m1.png
Supply wires on this layer in grey.
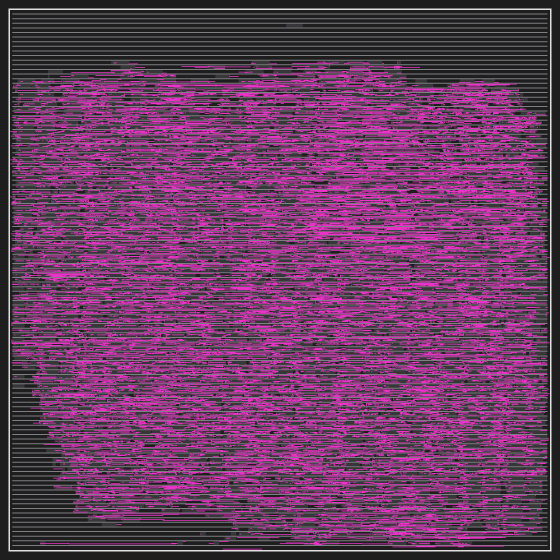
congestion_map.png
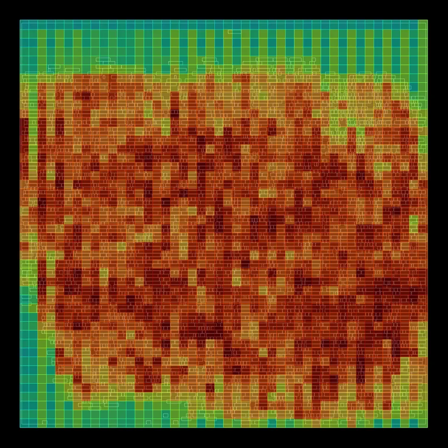
ff_map.png
Other cells in grey.
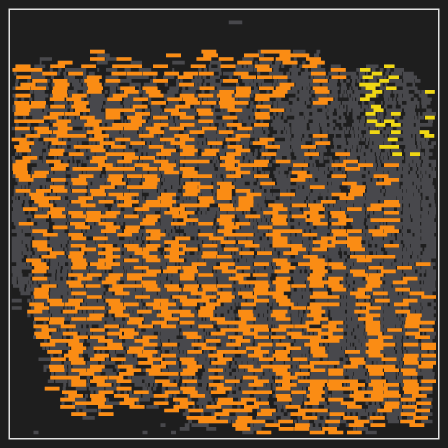
port_trees.png
The bar under the picture is 100 µm long.
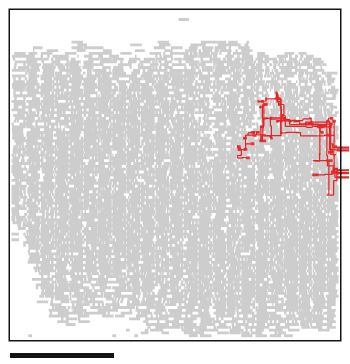
m2.png
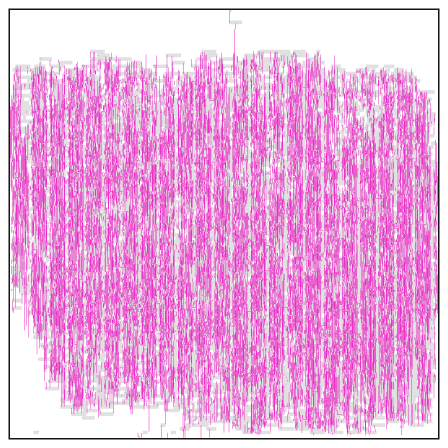
--- src/rtl/regfile_sb_if.sv ---
// Register-file bus: read ports, writeback port, issue reservation and flush.
// The master drives addresses/requests; the slave (register file) returns data and status.
interface regfile_sb_if #(
    parameter int XLEN = 32,
    parameter int AW   = 5
);
    logic [AW-1:0]   ra1;
    logic [AW-1:0]   ra2;
    logic [XLEN-1:0] rd1;
    logic [XLEN-1:0] rd2;
    logic            rbusy1;
    logic            rbusy2;
    logic            we;
    logic [AW-1:0]   wa;
    logic [XLEN-1:0] wd;
    logic            iss_valid;
    logic [AW-1:0]   iss_rd;
    logic            iss_ready;
    logic            flush;

    modport master (
        output ra1, ra2, we, wa, wd, iss_valid, iss_rd, flush,
        input  rd1, rd2, rbusy1, rbusy2, iss_ready
    );

    modport slave (
        input  ra1, ra2, we, wa, wd, iss_valid, iss_rd, flush,
        output rd1, rd2, rbusy1, rbusy2, iss_ready
    );
endinterface

--- src/rtl/regfile_sb.sv ---
// Integer register file with two combinational read ports, one write port,
// optional write-to-read bypass and a per-register pending-write scoreboard.
module regfile_sb #(
    parameter int XLEN     = 32,
    parameter int NREG     = 32,
    parameter int AW       = 5,
    parameter int BYPASS   = 1,
    parameter int ZERO_REG = 1
) (
    input logic         clk,
    input logic         rst_n,
    regfile_sb_if.slave bus
);

    logic [XLEN-1:0] mem_r [NREG];
    logic [NREG-1:0] busy_r;
    logic [NREG-1:0] busy_next_s;
    logic [XLEN-1:0] rd1_s;
    logic [XLEN-1:0] rd2_s;
    logic            rbusy1_s;
    logic            rbusy2_s;
    logic            iss_ready_s;
    logic            wr_en_s;
    logic            iss_accept_s;
    logic            fwd1_s;
    logic            fwd2_s;

    // Register 0 may be wired to zero: it then ignores writes and is never busy.
    function automatic logic is_zero(input logic [AW-1:0] addr);
        is_zero = (ZERO_REG != 0) && (addr == {AW{1'b0}});
    endfunction

    assign wr_en_s      = bus.we && !is_zero(bus.wa);
    assign iss_accept_s = bus.iss_valid && iss_ready_s;
    assign fwd1_s       = (BYPASS != 0) && bus.we && (bus.wa == bus.ra1);
    assign fwd2_s       = (BYPASS != 0) && bus.we && (bus.wa == bus.ra2);

    // Read port 1: a forwarded write delivers its value now, so it is not pending.
    always_comb begin
        rd1_s    = {XLEN{1'b0}};
        rbusy1_s = 1'b0;
        if (is_zero(bus.ra1)) begin
            rd1_s    = {XLEN{1'b0}};
            rbusy1_s = 1'b0;
        end else if (fwd1_s) begin
            rd1_s    = bus.wd;
            rbusy1_s = 1'b0;
        end else begin
            rd1_s    = mem_r[bus.ra1];
            rbusy1_s = busy_r[bus.ra1];
        end
    end

    // Read port 2: identical rules to port 1.
    always_comb begin
        rd2_s    = {XLEN{1'b0}};
        rbusy2_s = 1'b0;
        if (is_zero(bus.ra2)) begin
            rd2_s    = {XLEN{1'b0}};
            rbusy2_s = 1'b0;
        end else if (fwd2_s) begin
            rd2_s    = bus.wd;
            rbusy2_s = 1'b0;
        end else begin
            rd2_s    = mem_r[bus.ra2];
            rbusy2_s = busy_r[bus.ra2];
        end
    end

    // WAW stall: a busy destination may issue only when its writeback lands this cycle.
    always_comb begin
        iss_ready_s = 1'b0;
        if (!rst_n || bus.flush) begin
            iss_ready_s = 1'b0;
        end else if (is_zero(bus.iss_rd)) begin
            iss_ready_s = 1'b1;
        end else if (!busy_r[bus.iss_rd] || (bus.we && (bus.wa == bus.iss_rd))) begin
            iss_ready_s = 1'b1;
        end else begin
            iss_ready_s = 1'b0;
        end
    end

    // Next busy bits, priority flush > issue-set > write-clear.
    always_comb begin
        busy_next_s = busy_r;
        for (int i = 0; i < NREG; i++) begin
            if (bus.flush) begin
                busy_next_s[i] = 1'b0;
            end else if (iss_accept_s && (bus.iss_rd == AW'(i)) && !is_zero(bus.iss_rd)) begin
                busy_next_s[i] = 1'b1;
            end else if (wr_en_s && (bus.wa == AW'(i))) begin
                busy_next_s[i] = 1'b0;
            end else begin
                busy_next_s[i] = busy_r[i];
            end
        end
    end

    // Storage and scoreboard state.
    always_ff @(posedge clk) begin
        if (!rst_n) begin
            for (int i = 0; i < NREG; i++) begin
                mem_r[i] <= {XLEN{1'b0}};
            end
            busy_r <= {NREG{1'b0}};
        end else begin
            if (wr_en_s) begin
                mem_r[bus.wa] <= bus.wd;
            end
            busy_r <= busy_next_s;
        end
    end

    assign bus.rd1       = rd1_s;
    assign bus.rd2       = rd2_s;
    assign bus.rbusy1    = rbusy1_s;
    assign bus.rbusy2    = rbusy2_s;
    assign bus.iss_ready = iss_ready_s;

endmodule

--- src/flat_wrapper.sv ---
// flat-port wrapper written by rule: the top's interface ports become plain ports
module regfile_sb_flat 
#(
    parameter int XLEN     = 32,
    parameter int NREG     = 32,
    parameter int AW       = 5,
    parameter int BYPASS   = 1,
    parameter int ZERO_REG = 1
)
  (clk, rst_n, bus_ra1, bus_ra2, bus_we, bus_wa, bus_wd, bus_iss_valid, bus_iss_rd, bus_flush, bus_rd1, bus_rd2, bus_rbusy1, bus_rbusy2, bus_iss_ready);
  regfile_sb_if #(.XLEN(XLEN), .AW(AW)) bus_i ();
  input logic clk;
  input logic rst_n;
  input wire logic [$bits(bus_i.ra1)-1:0] bus_ra1;
  input wire logic [$bits(bus_i.ra2)-1:0] bus_ra2;
  input wire logic [$bits(bus_i.we)-1:0] bus_we;
  input wire logic [$bits(bus_i.wa)-1:0] bus_wa;
  input wire logic [$bits(bus_i.wd)-1:0] bus_wd;
  input wire logic [$bits(bus_i.iss_valid)-1:0] bus_iss_valid;
  input wire logic [$bits(bus_i.iss_rd)-1:0] bus_iss_rd;
  input wire logic [$bits(bus_i.flush)-1:0] bus_flush;
  output wire logic [$bits(bus_i.rd1)-1:0] bus_rd1;
  output wire logic [$bits(bus_i.rd2)-1:0] bus_rd2;
  output wire logic [$bits(bus_i.rbusy1)-1:0] bus_rbusy1;
  output wire logic [$bits(bus_i.rbusy2)-1:0] bus_rbusy2;
  output wire logic [$bits(bus_i.iss_ready)-1:0] bus_iss_ready;
  assign bus_i.ra1 = bus_ra1;
  assign bus_i.ra2 = bus_ra2;
  assign bus_i.we = bus_we;
  assign bus_i.wa = bus_wa;
  assign bus_i.wd = bus_wd;
  assign bus_i.iss_valid = bus_iss_valid;
  assign bus_i.iss_rd = bus_iss_rd;
  assign bus_i.flush = bus_flush;
  assign bus_rd1 = bus_i.rd1;
  assign bus_rd2 = bus_i.rd2;
  assign bus_rbusy1 = bus_i.rbusy1;
  assign bus_rbusy2 = bus_i.rbusy2;
  assign bus_iss_ready = bus_i.iss_ready;
  regfile_sb #(.XLEN(XLEN), .NREG(NREG), .AW(AW), .BYPASS(BYPASS), .ZERO_REG(ZERO_REG)) u_core (.clk(clk), .rst_n(rst_n), .bus(bus_i));
endmodule
--- config.mk ---
export PLATFORM = sky130hd
export DESIGN_NAME = regfile_sb_flat
export DESIGN_NICKNAME = d
export VERILOG_FILES = /design/src/rtl/regfile_sb_if.sv /design/src/rtl/regfile_sb.sv /design/src/flat_wrapper.sv
export SDC_FILE = /design/constraint.sdc
export NUM_CORES = 2
export LEC_CHECK = 0
export CAP_MARGIN = 25
export CORE_UTILIZATION = 57
export CTS_CLUSTER_SIZE = 24
export DETAILED_ROUTE_END_ITERATION = 7
export PLACE_DENSITY = 0.84
export SLEW_MARGIN = 20
export SYNTH_ARGS = -nofsm -noshare
export SYNTH_HDL_FRONTEND = slang
export SYNTH_SLANG_ARGS = --single-unit
--- constraint.sdc ---
create_clock -name clk -period 2.35 [get_ports clk]
set_input_delay 0.235 -clock clk [delete_from_list [all_inputs] [get_ports clk]]
set_output_delay 0.235 -clock clk [all_outputs]
set_load 0.1 [all_outputs]
==> impl_table.tex <==
% Auto-generated results table
\begin{tabular}{lr}
\hline
Metric & Value \\
\hline
\multicolumn{2}{l}{\textbf{Status}} \\
\quad Outcome & complete, but fails checks \\
\quad Violated checks & setup timing \\
\multicolumn{2}{l}{\textbf{Die}} \\
\quad Die height & around 320 µm \\
\quad Initial standard-cell utilization of the core & 0.577 \\
\quad Die X & around 320 µm \\
\quad Row count & between 100 and 150 \\
\quad Overall chip area & a little over 100000 µm² \\
\multicolumn{2}{l}{\textbf{Synth}} \\
\quad Top cells by count, synth & sky130\_fd\_sc\_hd\_\_edfxtp\_1 (1024), sky130\_fd\_sc\_hd\_\_and2\_1 (996), sky130\_fd\_sc\_hd\_\_mux4\_2 (470), sky130\_fd\_sc\_hd\_\_clkbuf\_1 (286), sky130\_fd\_sc\_hd\_\_nand2\_1 (193) \\
\quad Syn\_area\_per\_cell & 14.2 µm² \\
\quad Synthesized instance count & approximately 4000 \\
\quad Most area-hungry cell type in the Yosys netlist & sky130\_fd\_sc\_hd\_\_edfxtp\_1 \\
\quad Top cells by area & sky130\_fd\_sc\_hd\_\_edfxtp\_1 (54\%), sky130\_fd\_sc\_hd\_\_mux4\_2 (19\%), sky130\_fd\_sc\_hd\_\_and2\_1 (11\%) \\
\quad Complex Gates by Area & 0.0504 \\
\quad Most frequently used cell type in the post-synthesis netlist & sky130\_fd\_sc\_hd\_\_edfxtp\_1 \\
\quad Number of warnings reported in the yosys synthesis log & 0 \\
\quad Number of distinct standard cells referenced by the synthesized netlist & roughly 52 \\
\multicolumn{2}{l}{\textbf{Finish}} \\
\quad Finished Cell Area & roughly 70000 µm² \\
\quad Net count reported at finish & about 4500 \\
\quad Count of flip-flops and latches & 1056 \\
\quad Biggest Area Class & flip-flops and latches \\
\quad Clock-cell share & 0.0471 \\
\quad Mi-comb count & approximately 2600 \\
\quad Syn-to-layout area delta & 26.5\% \\
\quad Logic share of the area & 0.365 \\
\quad Number of clock-tree buffers in the layout & roughly 140 \\
\multicolumn{2}{l}{\textbf{Clocking}} \\
\quad Clock buffers created by TritonCTS & roughly 110 \\
\quad Clock Tree Root & sky130\_fd\_sc\_hd\_\_clkbuf\_16 \\
\quad Clock Sink Count & about 1100 \\
\quad Clk\_lat worst skew & $\sim$0.7 ns \\
\multicolumn{2}{l}{\textbf{Critical path}} \\
\quad Top fanout value on the critical path & 2 \\
\quad Worst reg2reg startpoint & u\_core.busy\_r[19] \\
\quad Crit path DAT & $\sim$2.7 ns \\
\quad Register-to-register path setup slack & $\sim$0.44 ns \\
\multicolumn{2}{l}{\textbf{Placed design}} \\
\quad Inst Count DP & $\sim$5600 \\
\quad Placer's final routability congestion estimate & 0.982 \\
\multicolumn{2}{l}{\textbf{Timing}} \\
\quad Total of endpoints with negative setup slack in the final report & around 67 \\
\quad Minimum clock period after layout & slightly below 3 ns \\
\quad Minimum setup slack in the final design & -0.586 ns \\
\quad Highest clock rate & roughly 0.34 GHz \\
\multicolumn{2}{l}{\textbf{GRT}} \\
\quad First-pass GRT wire length & between 300 and 400 mm \\
\quad Gr ovfl total & 0 \\
\quad Layer carrying the most global-route usage & met2 \\
\multicolumn{2}{l}{\textbf{Hold path}} \\
\quad Hold Path Class & primary input to register \\
\quad Startpoint of the tightest hold check path & rst\_n \\
\multicolumn{2}{l}{\textbf{Power}} \\
\quad Worst ir drop on vdd & $\sim$0.64 mV \\
\hline
\end{tabular}
Notes on m1.png above:
wire length on this layer = 65.0 mm
longest straight run = 75.0 µm
met1 Use GR: 0.521
vias: 44400
sum of routed wire length over all layers: 220 mm

Notes on congestion_map.png above:
global routing met3 resource utilization: 0.168
GR Util met2: 0.622

Notes on ff_map.png above:
u_core.busy_r -> yellow  # flops 32, where top right
u_core.mem_r -> orange  # flops 1024, where spread over the die

Notes on port_trees.png above:
bus_wa -> red  # direction input, edge right, end cells 50, buffers 15, wire 1100 µm
IO Count: 124
Port Buffer Count: 123

Notes on m2.png above:
longest straight run = 74.8 µm
wire length on this layer = 93.8 mm

==> routing by layer <==
metal  wire, µm  share of wire
met1      65000           0.30
met2      93800           0.43
met3      39900           0.18
met4      21100          0.096
met5         85        0.00039
==> flip-flops by register name, summed over array words and instances (netlist names) <==
register	flops
u_core.busy_r	32
u_core.mem_r	1024
==> placed cells by master (no fill, tap or decap), types with 25 or more instances in the layout <==
cell	netlist	routed
sky130_fd_sc_hd__o22ai_4	0	29
sky130_fd_sc_hd__and2_1	996	996
sky130_fd_sc_hd__nand3_1	98	67
sky130_fd_sc_hd__a32o_2	0	31
sky130_fd_sc_hd__o221ai_1	32	26
sky130_fd_sc_hd__clkbuf_16	0	107
sky130_fd_sc_hd__o22ai_1	74	39
sky130_fd_sc_hd__nor2_1	94	49
sky130_fd_sc_hd__nor3_4	0	27
sky130_fd_sc_hd__conb_1	1	32
sky130_fd_sc_hd__edfxtp_1	1024	1024
sky130_fd_sc_hd__buf_4	33	412
sky130_fd_sc_hd__mux2i_1	128	126
sky130_fd_sc_hd__nand2_1	193	131
sky130_fd_sc_hd__nor2_4	0	36
sky130_fd_sc_hd__mux4_2	470	470
sky130_fd_sc_hd__nand3_2	0	27
sky130_fd_sc_hd__a22oi_2	0	94
sky130_fd_sc_hd__buf_12	0	262
sky130_fd_sc_hd__nand2_2	0	55
sky130_fd_sc_hd__a211oi_2	1	25
sky130_fd_sc_hd__clkdlybuf4s50_1	0	39
sky130_fd_sc_hd__clkbuf_1	286	32
sky130_fd_sc_hd__a22oi_1	132	38
==> timing repair <==
action,CTS,global route
gates resized,280,73
buffers inserted,34,16
pin swaps,224,80
hold buffers,0,0
gates cloned,3,0
endpoints found under the setup margin,67,67
==> worst max-delay path by stage <==
stage                         start     endpoint  slack (ns)  depth (start not counted)
6_report       u_core.mem_r[14][31]  bus_rd1[31]       -0.59                          7
5_1_grt        u_core.mem_r[14][31]  bus_rd1[31]       -0.60                          7
4_1_cts        u_core.mem_r[14][31]  bus_rd1[31]       -0.58                          7
3_5_place_dp             bus_ra1[4]  bus_rd1[28]       -0.55                         10
3_3_place_gp             bus_ra2[2]  bus_rd2[26]       -0.56                         12
2_1_floorplan            bus_ra2[2]   bus_rbusy2       -0.37                          8
==> critical path, cell delays in order, from the launching register on <==
cell and delay (ns):
sky130_fd_sc_hd__edfxtp_1 0.46, sky130_fd_sc_hd__mux4_2 0.54, sky130_fd_sc_hd__mux2i_4 0.19, sky130_fd_sc_hd__buf_6 0.14
sky130_fd_sc_hd__o221ai_4 0.18, sky130_fd_sc_hd__nor3_4 0.26, sky130_fd_sc_hd__nor3_4 0.06, sky130_fd_sc_hd__buf_12 0.17
==> power by group <==
part	internal [µW]	total [µW]	switching (µW)	leakage [µW]
Sequential	21700	22300	605	0.0100
Clock	9320	17000	7690	0.00165
Combinational	4020	9800	5780	0.0140
==> through the flow <==
| step | util | hold WS, ns |
|---|---|---|
| floorplan | - | 0.433 |
| finish | 0.730 | 0.0731 |
| detailed placement | 0.676 | 0.482 |
| global route | 0.729 | 0.0605 |
| CTS | 0.725 | 0.0353 |
| global placement | 0.676 | 0.470 |
Power figures rest on the tool's default switching activity, not on a simulated workload.
